**config.mk**
```make
export PLATFORM = sky130hd
export DESIGN_NAME = oscillator_neuron_array
export DESIGN_NICKNAME = d
export VERILOG_FILES = /design/src/rtl/oscillator_neuron_array.sv
export SDC_FILE = /design/constraint.sdc
export NUM_CORES = 1
export LEC_CHECK = 0
export CAP_MARGIN = 15
export CORE_MARGIN = 4
export CORE_UTILIZATION = 35
export CTS_CLUSTER_DIAMETER = 40
export DETAILED_ROUTE_END_ITERATION = 10
export GPL_ROUTABILITY_DRIVEN = 0
export GPL_TIMING_DRIVEN = 0
export PLACE_DENSITY_LB_ADDON = 0.12
export SLEW_MARGIN = 20
export SYNTH_ARGS = -nofsm -noshare
export SYNTH_HDL_FRONTEND = slang
export SYNTH_SLANG_ARGS = --single-unit
```
**constraint.sdc**
```tcl
create_clock -name clk -period 2.17 [get_ports clk]
set_clock_uncertainty 0.05 [all_clocks]
set_input_delay 0.5425 -clock clk [delete_from_list [all_inputs] [get_ports clk]]
set_output_delay 0.5425 -clock clk [all_outputs]
set_load 0.005 [all_outputs]
```
**src/rtl/oscillator_neuron_array.sv**
```systemverilog
// rtl/oscillator_neuron_array.sv - bank of digital phase oscillators with edge-driven phase correction
module oscillator_neuron_array #(
    parameter int NUM_NEURONS  = 15,
    parameter int PHASE_BITS   = 4,
    parameter int IDX_BITS     = 4,
    parameter int LOCK_PERIODS = 4
) (
    input  logic                   clk,
    input  logic                   rst_n,
    input  logic                   load_valid,
    output logic                   load_ready,
    input  logic [IDX_BITS-1:0]    load_idx,
    input  logic [PHASE_BITS-1:0]  load_phase,
    input  logic                   start,
    input  logic                   stop,
    input  logic [NUM_NEURONS-1:0] syn_in,
    output logic [NUM_NEURONS-1:0] osc_out,
    output logic                   busy,
    output logic                   settled,
    input  logic [IDX_BITS-1:0]    rd_idx,
    output logic [PHASE_BITS-1:0]  rd_phase
);
    localparam int QW = $clog2(LOCK_PERIODS + 1);
    localparam logic [PHASE_BITS-1:0] HALF  = PHASE_BITS'(1) << (PHASE_BITS - 1);
    localparam logic [PHASE_BITS-1:0] LAST  = '1;
    localparam logic [QW-1:0]         LOCK  = QW'(LOCK_PERIODS);
    localparam logic [IDX_BITS:0]     N_LIM = (IDX_BITS + 1)'(NUM_NEURONS);

    typedef enum logic {S_IDLE, S_RUN} state_t;

    state_t                 state, state_nx;
    logic [PHASE_BITS-1:0]  ph      [NUM_NEURONS];
    logic [PHASE_BITS-1:0]  ph_nx   [NUM_NEURONS];
    logic [PHASE_BITS-1:0]  init_ph [NUM_NEURONS];
    logic [NUM_NEURONS-1:0] prev_syn, syn_rise, corr_v;
    logic [PHASE_BITS-1:0]  gp;
    logic [QW-1:0]          quiet_cnt;
    logic                   win_corr, win_any, any_corr, run_step, load_fire;

    always_comb begin
        state_nx   = state;
        load_ready = 1'b0;
        busy       = 1'b0;
        case (state)
            S_IDLE: begin
                load_ready = 1'b1;
                if (start) state_nx = S_RUN;
            end
            S_RUN: begin
                busy = 1'b1;
                if (stop) state_nx = S_IDLE;
            end
            default: state_nx = S_IDLE;
        endcase
    end

    assign run_step  = busy & ~stop;
    assign load_fire = load_valid & load_ready;
    assign settled   = busy & (quiet_cnt == LOCK);

    // Ahead (1..HALF) waits one cycle, behind (HALF+1..P-1) skips one step.
    always_comb begin
        syn_rise = '0;
        corr_v   = '0;
        osc_out  = '0;
        for (int i = 0; i < NUM_NEURONS; i++) begin
            syn_rise[i] = syn_in[i] & ~prev_syn[i];
            corr_v[i]   = syn_rise[i] & (ph[i] != '0);
            if (!corr_v[i])
                ph_nx[i] = ph[i] + PHASE_BITS'(1);
            else if (ph[i] <= HALF)
                ph_nx[i] = ph[i];
            else
                ph_nx[i] = ph[i] + PHASE_BITS'(2);
            osc_out[i] = busy & ~ph[i][PHASE_BITS-1];
        end
    end

    assign any_corr = run_step & (|corr_v);
    assign win_any  = win_corr | any_corr;

    always_ff @(posedge clk) begin
        if (!rst_n) begin
            state     <= S_IDLE;
            prev_syn  <= '0;
            gp        <= '0;
            quiet_cnt <= '0;
            win_corr  <= 1'b0;
            rd_phase  <= '0;
            for (int i = 0; i < NUM_NEURONS; i++) begin
                ph[i]      <= '0;
                init_ph[i] <= '0;
            end
        end else begin
            state    <= state_nx;
            prev_syn <= syn_in;
            rd_phase <= ({1'b0, rd_idx} < N_LIM) ? ph[rd_idx] : '0;
            if (state == S_IDLE) begin
                for (int i = 0; i < NUM_NEURONS; i++)
                    if (load_fire && load_idx == IDX_BITS'(i)) init_ph[i] <= load_phase;
                if (start) begin
                    // Same-cycle load bypasses the init register.
                    for (int i = 0; i < NUM_NEURONS; i++)
                        ph[i] <= (load_fire && load_idx == IDX_BITS'(i)) ? load_phase : init_ph[i];
                    gp        <= '0;
                    quiet_cnt <= '0;
                    win_corr  <= 1'b0;
                end
            end else if (stop) begin
                quiet_cnt <= '0;
                win_corr  <= 1'b0;
            end else begin
                for (int i = 0; i < NUM_NEURONS; i++)
                    ph[i] <= ph_nx[i];
                gp <= gp + PHASE_BITS'(1);
                if (gp == LAST) begin
                    win_corr <= 1'b0;
                    if (win_any)
                        quiet_cnt <= '0;
                    else if (quiet_cnt != LOCK)
                        quiet_cnt <= quiet_cnt + QW'(1);
                end else begin
                    win_corr <= win_any;
                    if (any_corr) quiet_cnt <= '0;
                end
            end
        end
    end
endmodule
```
### Clock network drawn from the DEF, run 1

Scale bar: 50 um.
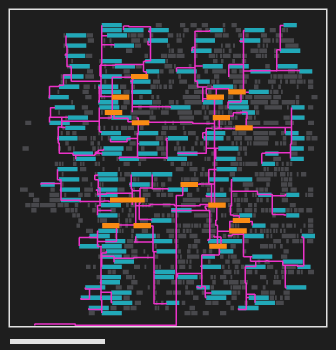
[orange] clock-net drivers | count: 17
[magenta] clock wires | length: 2100 um
[cyan] flip-flops | count: 148
routed clock nets: 18
flops lie: widely spread

### Sequential cells coloured by netlist name, run 1

Scale bar: 50 um. Other sequential cells in the stronger grey, the rest of the logic in the fainter grey.
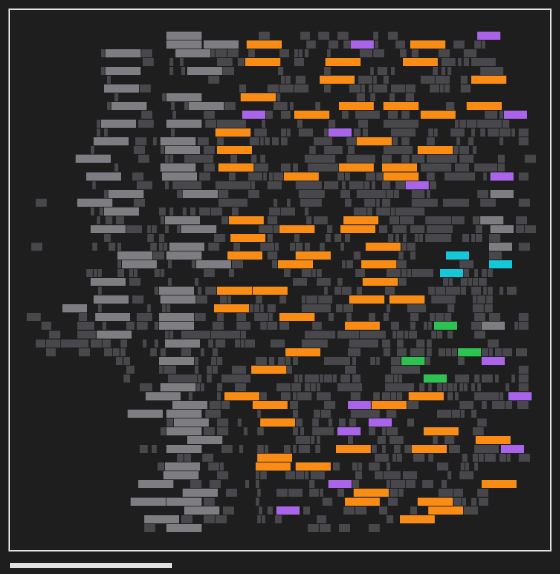
| colour | name in the netlist | placed flops |
|---|---|---|
| orange | `ph` | 60 |
| purple | `prev_syn` | 15 |
| green | `gp` | 4 |
| cyan | `quiet_cnt` | 3 |
not coloured: 66

### Wiring heat map, run 1

33 x 33 tiles, from dark blue (low) to red (high), scaled to the fullest tile. Values are wire area over tile area, all layers added.
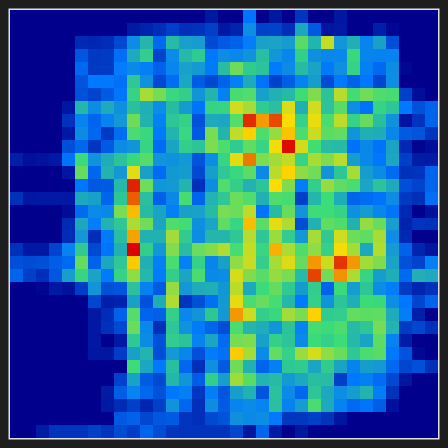
emptiest ninth of the die: lower left
fullest tile: 0.55
nearly empty tiles: 21%
densest ninth of the die: centre
tiles over half the peak: 17%
mean over tiles: 0.15
final wirelength: 27300 um
DR WL/cell: 21.7 um

-- run 1: synthesized netlist by cell type (20+ instances only) --
cell / count / share of area (%)
edfxtp_1: 120 / 41
o21ai_0: 36 / 2.0
nand2_1: 65 / 2.8
a21oi_1: 33 / 1.9
dfxtp_1: 28 / 6.3
o22ai_1: 29 / 2.0
clkbuf_1: 35 / 1.5
xnor2_1: 20 / 2.0
and2_1: 22 / 1.6
ha_1: 48 / 6.8
inv_1: 60 / 2.5
mux2i_1: 68 / 7.7
nor2_1: 76 / 3.2
-- run 1: timing repair --
item | CTS | global route
pin swaps | 5 | 2
endpoints found under the setup margin | 215 | 100
setup buffers | 10 | 13
resized | 96 | 47
==> qor.yml, run 1 <==
status:
  run_status: "finished, violations left"
  violations: "negative setup slack"
global_route:
  first_global_vias: 6294
  met1_usage_pct: 29.1
  grt_pass1_wl_um: 40700
  track_usage_pct: 19.4
  globalRouteMet2Util_pct: 29.2
  antenna_found_initial: 1
  grt-ovfl-total: 0
  grt-busiest-layer: "met2"
  use_met3_pct: 3.08
  grt_max_degree: 17
detailed_routing:
  wl_met2_um: 12300
  dr_wl_met3_um: 1240
  vias: 6656
  drc: 0
  dr.pass1.iters: 6
  maxUsedRoutingLayer: "met4"
  vias_per_cell: 5.30
  drtIter0Drc: 729
  met1_length_um: 13400
  ant_nets: 0
synthesis:
  synth-simple-area-share_pct: 13.5
  syn_inst: 835
  ys_seq_share_pct: 47.0
  synth_flops: 148
  adder_share_pct: 6.78
  top_logic_kind: "simple AND/OR/NAND/NOR gates"
  mux_share_pct: 12.0
  synthAoiAreaFrac_pct: 12.1
  synth-async-reset-ratio_pct: 0
  syn_area_um2: 8860
  edf_count: 120
  ys_types: 51
  flop_cell: "edfxtp_1"
  avgSynthCellArea_um2: 10.6
  ys_chip_area_um2: 8860
  syn_nets: 915
  ys_sh_xor_pct: 2.97
  yosysWarningCount: 0
  yosys-stat-cells: 835
cells_and_area:
  buf_share_pct: 9.20
  n_antenna_cell: 0
  clkbuf_count: 18
  fillers: 2363
  comb_share_pct: 41.1
  synthToLayoutAreaGrowth_pct: 22.8
  largest_class: "combinational gates"
  ff_count: 148
  buffers: 121
  utilization_pct: 44.2
  final-clk-cell-share_pct: 5.45
  inv_count: 62
  final_nets: 1000
  top_regs: "init_ph: 60 flops, ph: 60 flops, prev_syn: 15 flops"
  drive_gt1_share_pct: 16.7
  postLayoutCellArea_um2: 10900
  mostFrequentLayoutCell: "edfxtp_1"
  final_cells: 1257
floorplanning:
  tap-cell-count: 324
  chipWidth_um: 167
  fp_util_pct: 36.0
  chip_area_um2: 27900
  io_pins: 54
  rows: 57
  fp.dieH_um: 167
hold_path:
  hold_path_end: "quiet_cnt[2]"
  min_path_cells: 2
  hp-class: "flop to flop"
  min-delay-start: "quiet_cnt[2]"
power:
  maxPowerGroup: "sequential cells"
  p_int_mw: 5.68
  p_switching_mw: 2.34
  total_power_mw: 8.02
  p_per_area_nw_per_um2: 738
  sw_frac_of_total_pct: 29.2
  power_leakage_nw: 4.59
  powerComb_mw: 1.47
  seq_power_mw: 3.51
  clkPwrFrac_pct: 37.9
  ir_worst_vdd_mv: 0.529
  p_comb_share_pct: 18.3
  sequentialPowerShare_pct: 43.8
  clk-power_mw: 3.04
final_timing:
  maxSlewViolCount: 0
  worst_slack_ns: -0.0129
  worst_pin_slew_ns: 0.666
  rsz0062_at_grt: "yes"
  finalCritPeriodShare_pct: 101
  fmax_mhz: 458
  finalCriticalPeriod_ns: 2.18
  slew-limit-headroom_pct: 55.6
  final-hold-violation-count: 0
  tns_ns: -0.0683
  setup_viol: 6
  whs_ns: 0.448
clock_tree:
  cts_tree: "yes"
  htree_num_levels: 4
  cts.sinks: 148
  numCtsBuffers: 17
  path_clk_slew_ns: 0.06
  worst_skew_pair.late_latency_ns: 0.42
  cts_root_buf: "clkbuf_16"
  clk_path_buf_depth: 2
  ctsHoldBuffers: 0
critical_path:
  cp_cell_sequence: "clkdlybuf4s50_1 -> nor2b_1 -> buf_4 -> and2_1 -> clkbuf_4 -> buf_8 -> a31oi_2"
  cp-end-kind: "flop"
  crit_cells: 7
  r2r_end: "win_corr"
  cp_top_family: "buffers and inverters"
  r2r-start: "ph[1][0]"
  worstPathMaxFanout: 10
  ff2ff_setup_slack_ns: 0.05
  startpoint: "stop"
  start_kind: "input port"
  crit_type: "input port to flop"
  cp-endpoint: "ph[10][1]"
  cp_num_buf_inv: 4
  max_stage_delay_ns: 0.55
  worstPathRequired_ns: 2.22
  crit_slowest_cell: "clkdlybuf4s50_1"
placed_design:
  place_ws_ns: -0.999
  dpl.hpwl_um: 20100
  dpl_cell_area_um2: 9770
  io_buffers: 51
  place_inst: 1210
### Drive-strength map, run 1

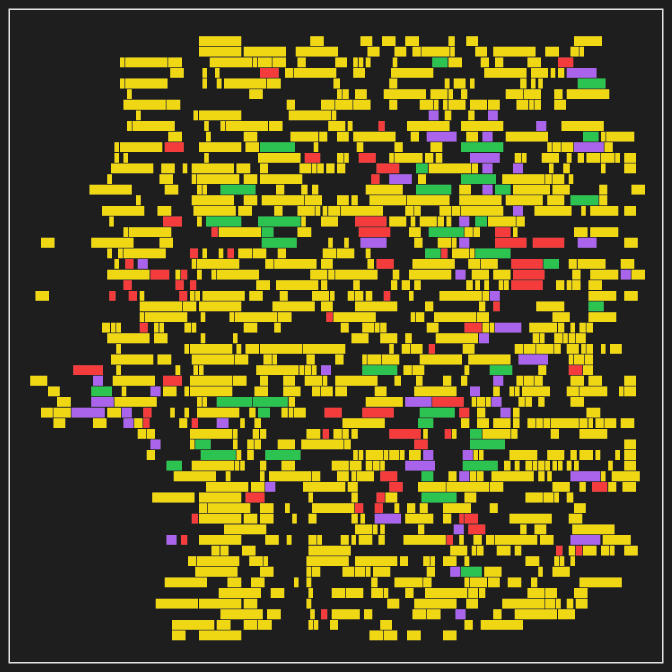

## Run 2: what changed since run 1
--- a/config.mk
+++ b/config.mk
@@ -17,3 +17,4 @@
 export SYNTH_ARGS = -nofsm -noshare
 export SYNTH_HDL_FRONTEND = slang
 export SYNTH_SLANG_ARGS = --single-unit
+export TNS_END_PERCENT = 30
### Drive-strength map, run 2

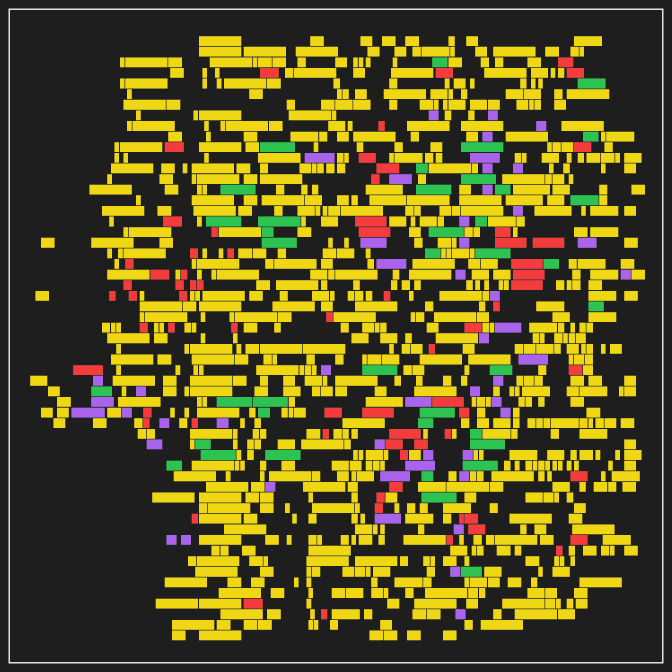
| colour | size | cells | share |
|---|---|---|---|
| yellow | x1 and smaller | 778 | 83% |
| red | x2 | 68 | 7.3% |
| purple | x3 and x4 | 49 | 5.2% |
| green | x6 and larger | 39 | 4.2% |

### Clock network drawn from the DEF, run 2

Scale bar: 50 um.
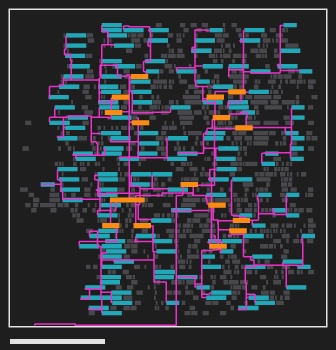
[magenta] clock wires | length: 2080 um
[cyan] flip-flops | count: 148
[orange] clock-net drivers | count: 17
flops lie: widely spread

==> run 2 against run 1 <==
The run still ends with negative setup slack left. Sequential cell count unchanged. Die area unchanged. Combinational power hardly changed. Final area is essentially flat. Global-route usage is essentially flat. Sequential power about the same. Synthesized area did not move. Highest routed layer unchanged.
==> qor.yml, run 2 <==
synthesis:
  syn_inst: 835  # unchanged
  avgSynthCellArea_um2: 10.6  # unchanged
  flop_cell: "edfxtp_1"
  synth_top_area_share_pct: 40.7  # unchanged
  synthAoiAreaFrac_pct: 12.1  # unchanged
  ys_types: 51  # unchanged
  top_cells_by_count: "120 x edfxtp_1, 76 x nor2_1, 68 x mux2i_1"
  adder_share_pct: 6.78  # unchanged
  top_cell: "edfxtp_1"
  yosys-stat-cells: 835  # unchanged
  yosysTopAreaCell: "edfxtp_1"
  ys_chip_area_um2: 8860  # unchanged
  mux_share_pct: 12.0  # unchanged
  ys_sh_xor_pct: 2.97  # unchanged
  top_cells_by_area: "edfxtp_1 41%, mux2i_1 7.7%, ha_1 6.8%"
  edf_count: 120  # unchanged
  synth-async-reset-ratio_pct: 0  # unchanged
  synth_flops: 148  # unchanged
  synth-simple-area-share_pct: 13.5  # unchanged
  syn_nets: 915  # unchanged
  top_logic_kind: "simple AND/OR/NAND/NOR gates"
  yosysWarningCount: 0  # unchanged
  ys_seq_share_pct: 47.0  # unchanged
  syn_area_um2: 8860  # unchanged
clock_tree:
  cts.sinks: 148  # unchanged
  clk_path_buf_depth: 2  # unchanged
  ctsHoldBuffers: 0  # unchanged
  cts.repair.resized: 90  # -6.3%
  numCtsBuffers: 17  # unchanged
  path_clk_slew_ns: 0.07  # about the same
  worst_skew_pair.late_latency_ns: 0.43  # about the same
  cts_tree: "yes"
  cts_setup_buffers: 6  # -4
  htree_num_levels: 4  # unchanged
  cts_root_buf: "clkbuf_16"
floorplanning:
  rows: 57  # unchanged
  core_area_um2: 24600
  fp_util_pct: 36.0  # unchanged
  chipWidth_um: 167  # unchanged
  chip_area_um2: 27900  # unchanged
  fp.dieH_um: 167  # unchanged
  io_pins: 54  # unchanged
cells_and_area:
  drive_gt1_share_pct: 16.7  # -0.018 points
  mostFrequentLayoutCell: "edfxtp_1"
  final_cells: 1259  # +0.16%
  final_nets: 1001  # +0.10%
  synthToLayoutAreaGrowth_pct: 22.8  # about the same
  fillers: 2371  # +0.34%
  utilization_pct: 44.2  # about the same
  mostFrequentLayoutCells: "120 x edfxtp_1, 71 x nor2_1, 63 x mux2i_1"
  postLayoutCellArea_um2: 10900  # about the same
  top_regs: "init_ph: 60 flops, ph: 60 flops, prev_syn: 15 flops"
global_route:
  grt_max_degree: 17  # unchanged
  met1_usage_pct: 29.1  # -0.056 points
  globalRouteMet2Util_pct: 29.5  # +0.23 points
  grt-busiest-layer: "met2"
  use_met3_pct: 2.65  # -0.43 points
  first_global_vias: 6257  # -0.59%
  grt-ovfl-total: 0  # unchanged
  grt_pass1_wl_um: 40600  # -0.12%
  antenna_found_initial: 1  # unchanged
  track_usage_pct: 19.4  # about the same
power:
  p_comb_share_pct: 18.3  # about the same
  p_switching_mw: 2.34  # about the same
  clk-power_mw: 3.04  # about the same
  p_int_mw: 5.68  # about the same
  p_per_area_nw_per_um2: 738  # about the same
  power_leakage_nw: 4.60  # +0.37%
  powerComb_mw: 1.47  # about the same
  maxPowerGroup: "sequential cells"
  total_power_mw: 8.02  # about the same
  clkPwrFrac_pct: 37.9  # about the same
  sequentialPowerShare_pct: 43.9  # about the same
  sw_frac_of_total_pct: 29.2  # about the same
  ir_worst_vdd_mv: 0.532  # +0.50%
  seq_power_mw: 3.52  # about the same
final_timing:
  tns_ns: -0.000439  # +0.0678 ns
  rsz0062_at_grt: "yes"
  worst_pin_slew_ns: 0.713  # +0.0467 ns
  final-hold-violation-count: 0  # unchanged
  worst_slack_ns: -0.000439  # +0.0124 ns
  finalCriticalPeriod_ns: 2.17  # -0.0124 ns
  finalCritPeriodShare_pct: 100  # -0.57 points
  maxSlewViolCount: 0  # unchanged
  setup_viol: 1  # -5
  whs_ns: 0.448  # +0.000253 ns
  slew-limit-headroom_pct: 52.5  # -3.1 points
  fmax_mhz: 461  # +0.57%
detailed_routing:
  maxUsedRoutingLayer: "met4"
  wirelength_um: 27400  # +0.12%
  wl_met2_um: 12400  # +0.46%
  post_drt_wl_per_cell_um: 21.7  # about the same
  met1_length_um: 13500  # +0.78%
  vias_per_cell: 5.28  # -0.29%
  drc: 0  # unchanged
  dr_wl_met3_um: 1060  # -15%
  drtIter0Drc: 662  # -9.2%
  dr.pass1.iters: 5  # -1
  ant_nets: 0  # unchanged
  vias: 6647  # -0.14%
critical_path:
  worstPathArrival_ns: 2.23
  cp_num_buf_inv: 4  # unchanged
  cp_cell_sequence: "clkdlybuf4s50_1 -> nor2b_1 -> buf_4 -> and2_1 -> clkbuf_4 -> buf_8 -> a31oi_2"
  crit_slowest_cell: "clkdlybuf4s50_1"
  start_kind: "input port"
  worstPathMaxFanout: 10  # unchanged
  cp-end-kind: "flop"
  crit_cells: 7  # unchanged
  max_stage_delay_ns: 0.55  # about the same
  ff2ff_setup_slack_ns: 0.05  # about the same
  r2r_cells: 8
  crit_type: "input port to flop"
  cp_top_family: "buffers and inverters"
  worstPathRequired_ns: 2.23  # about the same
run:
  warnings: 44
  maxCapViolCount: 0
placed_design:
  dpl.hpwl_um: 20100  # unchanged
  place_ws_ns: -0.999  # unchanged
  place_inst: 1210  # unchanged
  dpl_cell_area_um2: 9770  # unchanged
  io_buffers: 51  # unchanged
hold_path:
  hp-class: "flop to flop"
  min_path_cells: 2  # unchanged
status:
  run_status: "finished, violations left"
  violations: "negative setup slack"
## run 2: cell counts after synthesis
Identical to the previous run, type by type.
## run 2: layout make-up
cell class | instances | area [um2] | area share, %
Inverter | 62 | 245 | 2.26
Multi-Input combinational cell | 570 | 4450 | 41.0
Buffer | 49 | 350 | 3.22
Clock inverter | 14 | 164 | 1.51
Clock buffer | 18 | 429 | 3.95
Sequential cell | 148 | 4170 | 38.3
Antenna cell | 1 | 2.50 | 0.0230
Timing Repair Buffer | 73 | 658 | 6.05
Tap cell | 324 | 405 | 3.73
## run 2: worst paths after layout
| check | start | to |
|---|---|---|
| max | stop | ph[14][1] |
| min | quiet_cnt[2] | quiet_cnt[2] |
| max reg2reg | ph[6][0] | win_corr |
| min reg2reg | quiet_cnt[2] | quiet_cnt[2] |
Power figures rest on the tool's default switching activity, not on a simulated workload.
